Run 1, routing congestion map:
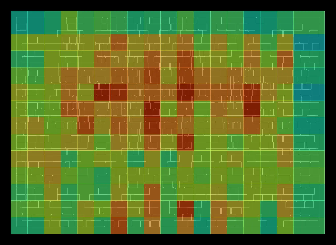
Run 1, wiring heat map:
The bar under the picture is 50 um long. The die is cut into 26 by 18 equal tiles; dark blue is low, red is high, scaled to the fullest tile. Values are wire area over tile area, all layers added.
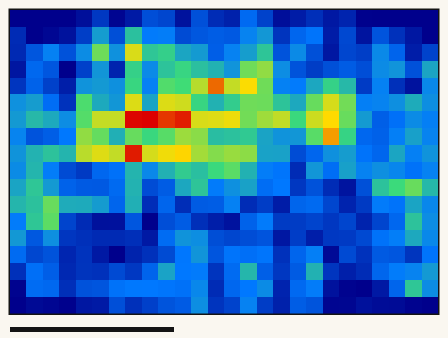
Run 1, placement by cell class:
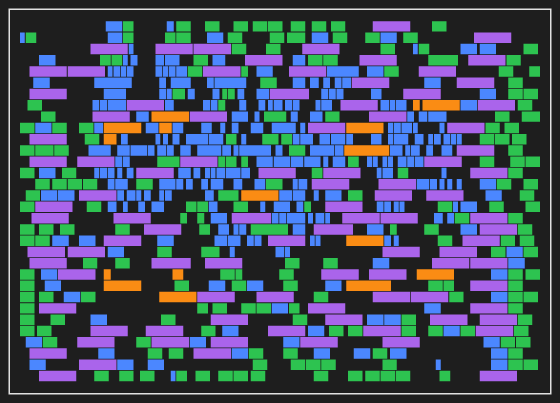
Run 1, drive-strength map:
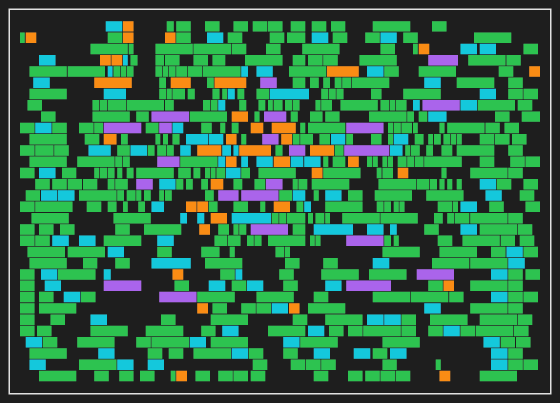
==> config.mk <==
export PLATFORM = sky130hd
export DESIGN_NAME = fetch_unit
export DESIGN_NICKNAME = d
export VERILOG_FILES = /design/src/rtl/fetch_unit.sv
export SDC_FILE = /design/constraint.sdc
export NUM_CORES = 1
export LEC_CHECK = 0
export CORE_ASPECT_RATIO = 0.7
export CORE_MARGIN = 2
export CORE_UTILIZATION = 40
export DETAILED_ROUTE_END_ITERATION = 6
export GPL_TIMING_DRIVEN = 0
export PLACE_DENSITY_LB_ADDON = 0.2
export SYNTH_ARGS = -nofsm -noshare
export SYNTH_HDL_FRONTEND = slang
export SYNTH_SLANG_ARGS = --single-unit
==> constraint.sdc <==
create_clock -name clock -period 1.9 [get_ports clock]
set_input_delay 0.285 -clock clock [delete_from_list [all_inputs] [get_ports clock]]
set_output_delay 0.285 -clock clock [all_outputs]
set_load 0.03 [all_outputs]
==> flow_summary.ini, run 1 <==
; synthesis and place-and-route metrics
[cts]
cts_tree = yes
worstSkewPairLatency_ps = 340
cts_max_path_buffers = 2

[placement]
place_congestion = 0.839
dpl.hpwl_um = 9510
dp_worst_setup_slack_ps = -544

[power_and_ir_drop]
power.share.sequential_pct = 28.6
biggest_power_consumer_among_the_groups = combinational cells
comb_power_w = 0.00782
power_frac_clock_pct = 14.2
seq_cell_power_w = 0.00391

[synth]
synthFlopType = dfrtp_1
ys_cells = 395
netlist_area_pre_place_um2 = 4460
synth_top_cell_by_area = dfrtp_1
synth.yosys.seq_area_share_pct = 53.3

[global_route]
antenna_violations_before_repair = 0
grtUsageMet1_pct = 30.7

[die]
die_area_um2 = 12000
boundaryPins = 167
fp.dieW_um = 130

[final_timing]
final.setup_skew_ps = 6.01

[setup_path]
cp.arrival_ps = 2130
cp_dominant_cell_by_count = buf_6

[detailed_routing]
wirelength_met1_um = 5720

[outcome]
outcome = finished clean

[min_path]
hp-class = in -> async
## Picture notes: 'routing congestion map'
global routing met2 resource utilization: 35.0%
mean routed wirelength per cell: 17.8 um
end-of-flow core utilization: 63.4%
busiest grt layer: met2
Overall Global Routing Usage: 22.3%

## Picture notes: 'wiring heat map'
emptiest ninth of the die = lower left
fullest tile = 0.67
tiles over half the peak = 13%
total wire length: 13200 um
total via count after detailed routing: 4029

## Picture notes: 'placement by cell class'
purple -> sequential cells  # cells 95, share of their area 35%
green -> remaining buffers and delay cells  # cells 202, share of their area 29%
orange -> clock drivers and dummy loads  # cells 16, share of their area 4.8%
blue -> combinational and other logic  # cells 275, share of their area 31%
core footprint: 10900 um^2
number of rows created at floorplan: 32
Design Area, Final: 6930 um^2
share of cell area taken by flip-flops and latches: 34.4%

## Picture notes: 'drive-strength map'
purple -> _6 and larger  # cells 22, share 3.7%, most used clkbuf_16
green -> _0 and _1 cells  # cells 430, share 73%, most used clkdlybuf4s50_1
cyan -> _2 cells  # cells 98, share 17%, most used mux2_2
orange -> _3 and _4 cells  # cells 38, share 6.5%, most used buf_4
final worst slack: 18.4 ps
layout-stage area growth over the synthesis result: 55.5%
count of plain and timing-repair buffers in the layout: 202

==> run 1: cell families after synthesis <==
| logic type | count (synthesis) | synth area share (%) |
|---|---|---|
| other | 1 | 0.0841 |
| AND/OR/NAND/NOR | 106 | 12.8 |
| flip-flops | 95 | 53.3 |
| multiplexers | 60 | 15.1 |
| AND-OR/OR-AND | 89 | 13.1 |
| adder cells (fa/ha/maj) | 5 | 1.40 |
| buffers and inverters | 39 | 4.21 |
==> run 1: synth_stat cells (5+ instances only) <==
master / instances
a211oi_1: 8
a21oi_1: 26
a2bb2oi_1: 5
buf_2: 9
buf_4: 6
clkbuf_1: 12
dfrtp_1: 95
ha_1: 5
inv_1: 11
mux2_2: 59
nand2_1: 24
nand3_1: 17
nand4_1: 9
nor2_1: 23
nor3_1: 9
o21ai_0: 18
o221a_2: 5
o22ai_1: 6
==> run 1: layout by cell type (no fill, tap or decap), types with 5 or more instances in the layout <==
cell and n:
o221a_2 5, buf_6 5, clkbuf_16 10, nand4_1 9, inv_1 8, a211oi_1 7, a21oi_1 24, nor2_1 21
o21ai_0 18, clkbuf_2 5, o22ai_1 6, mux2_2 59, nand2_1 23, clkdlybuf4s50_1 154, dfrtp_1 91, nor3_1 7
nand3_1 16, buf_4 21, a2bb2oi_1 5, buf_2 5
==> run 1: repair_timing <==
action	4_1_cts	5_1_grt
endpoints found under the hold margin	0	0
setup endpoints to repair	74	64
buffers inserted	9	5
cloned	0	1
pin swaps	1	7
resized	32	36
==> run 1: area by class of cell <==
cell class	count	area [um^2]	share of cell area (%)
plain buffers	26	195	2.81
clock buffers	9	225	3.25
repair buffers	176	1770	25.5
inverters	11	41.3	0.595
well taps	153	191	2.76
multi-input cells	264	2030	29.3
clock inverters	7	95.1	1.37
flip-flops and latches	95	2380	34.4
==> run 2: changes to the inputs <==
- ABC_AREA: default -> 1
- CORE_UTILIZATION: 40 -> 42
Run 2, placement by cell class:
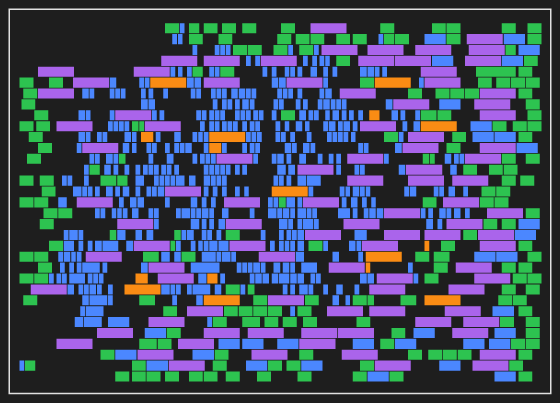
green -> remaining buffers and delay cells  # cells 185, share of their area 26%
purple -> sequential cells  # cells 95, share of their area 34%
blue -> combinational and other logic  # cells 491, share of their area 36%
orange -> clock drivers and dummy loads  # cells 16, share of their area 3.9%
Design Area, Final: 7170 um^2
end-of-flow core utilization: 61.2%
share of cell area taken by flip-flops and latches: 33.2%

Run 2, placement density heat map:
The bar under the picture is 50 um long. The die is cut into 13 by 10 equal tiles; dark blue is low, red is high, 0 to 100% covered.
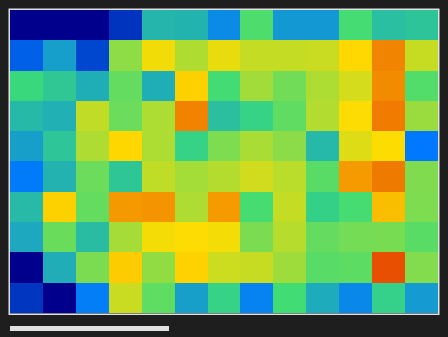
nearly empty tiles = 3.8%
emptiest ninth of the die = upper left
mean over tiles = 54%
fullest tile = 91%
core footprint: 11700 um^2
floorplan-stage core utilization: 43.0%

==> flow_summary.ini, run 2 <==
; synthesis and place-and-route metrics
[outcome]
outcome = finished clean

[die]
fp-row-count = 33
die_area_um2 = 12900

[placement]
dpl.hpwl_um = 11600
dp_worst_setup_slack_ps = -133
place_congestion = 0.958

[global_route]
antenna_violations_before_repair = 0
grt_usage_pct = 24.2

[detailed_routing]
total_via_count_after_detailed_routing = 4734
wl_per_cell_um = 16.0

[synth]
synth-compound-area-share_pct = 7.42
and_or_nand_nor_cells_area_fraction_pct = 26.5
synthTopLogicFamily = simple AND/OR/NAND/NOR gates
synth.yosys.seq_area_share_pct = 47.1
synth.area.mux_share_pct = 10.1
xor_area_share_pct = 0.347
synthFlopType = dfrtp_1

[min_path]
hp-class = reg -> reg

[final_layout]
lay_top_cells = 185 x nand2_1, 156 x clkdlybuf4s50_1, 95 x dfrtp_1, 84 x nor2_1, 49 x inv_1

[cts]
cts_tree = yes
cts_setup_buffers = 0

[final_timing]
final.setup_skew_ps = 5.78

[setup_path]
cp.arrival_ps = 1560
## run 2: cell count changes after synthesis, sizes merged, moves of 12 or more
cell / before / now
a21oi: 26 / 6
inv: 11 / 53
nor3: 12 / 0
o21ai: 18 / 54
nand2: 25 / 191
nand3: 17 / 35
nor2: 23 / 92
mux2: 59 / 34
## run 2: metrics by stage
stage | std cells | TNS [ps] | utilization [%]
global placement | 926 | -288350 | 58.4
CTS | 944 | 0 | 61.1
detailed placement | 927 | -3160 | 58.6
finish | 944 | 0 | 61.2
global route | 944 | 0 | 61.2
floorplan | 609 | 0 | -
## run 2: what timing repair did
| item | in CTS | in global routing |
|---|---|---|
| endpoints found under the setup margin | 1 | 10 |
| resized | 1 | 5 |
| hold endpoints to repair | 38 | 0 |
| hold buffers | 1 | 0 |
## run 2: layout make-up
class | count | share of cell area (%)
flip-flops and latches | 95 | 33.2
inverters | 53 | 2.81
plain buffers | 23 | 2.29
well taps | 157 | 2.74
multi-input cells | 438 | 32.3
clock inverters | 5 | 0.576
clock buffers | 11 | 3.25
repair buffers | 162 | 22.9
## run 2: cells by family (layout without fill, tap and decap cells)
kind of cell	Yosys count	count (layout)
other	1	4
adder cells (fa/ha/maj)	5	5
buffers and inverters	76	254
AND/OR/NAND/NOR	322	322
XOR/XNOR	2	2
multiplexers	34	34
AND-OR/OR-AND	71	71
flip-flops	95	95
## run 2: where the power goes
part	internal, W	switching [W]
clock	0.000900	0.000806
sequential	0.00305	0.000926
combinational	0.00332	0.00488
total	0.00727	0.00661
## run 2: metal layers
layer	track usage (%)	vias to the layer above	share of wire, %
met3	6.80	34	10
met2	36.7	246	41
met5	0	-	0
met4	7.55	0	2.1
met1	33.8	2180	47
li1	-	2274	-
Power and IR drop assume default switching activity.
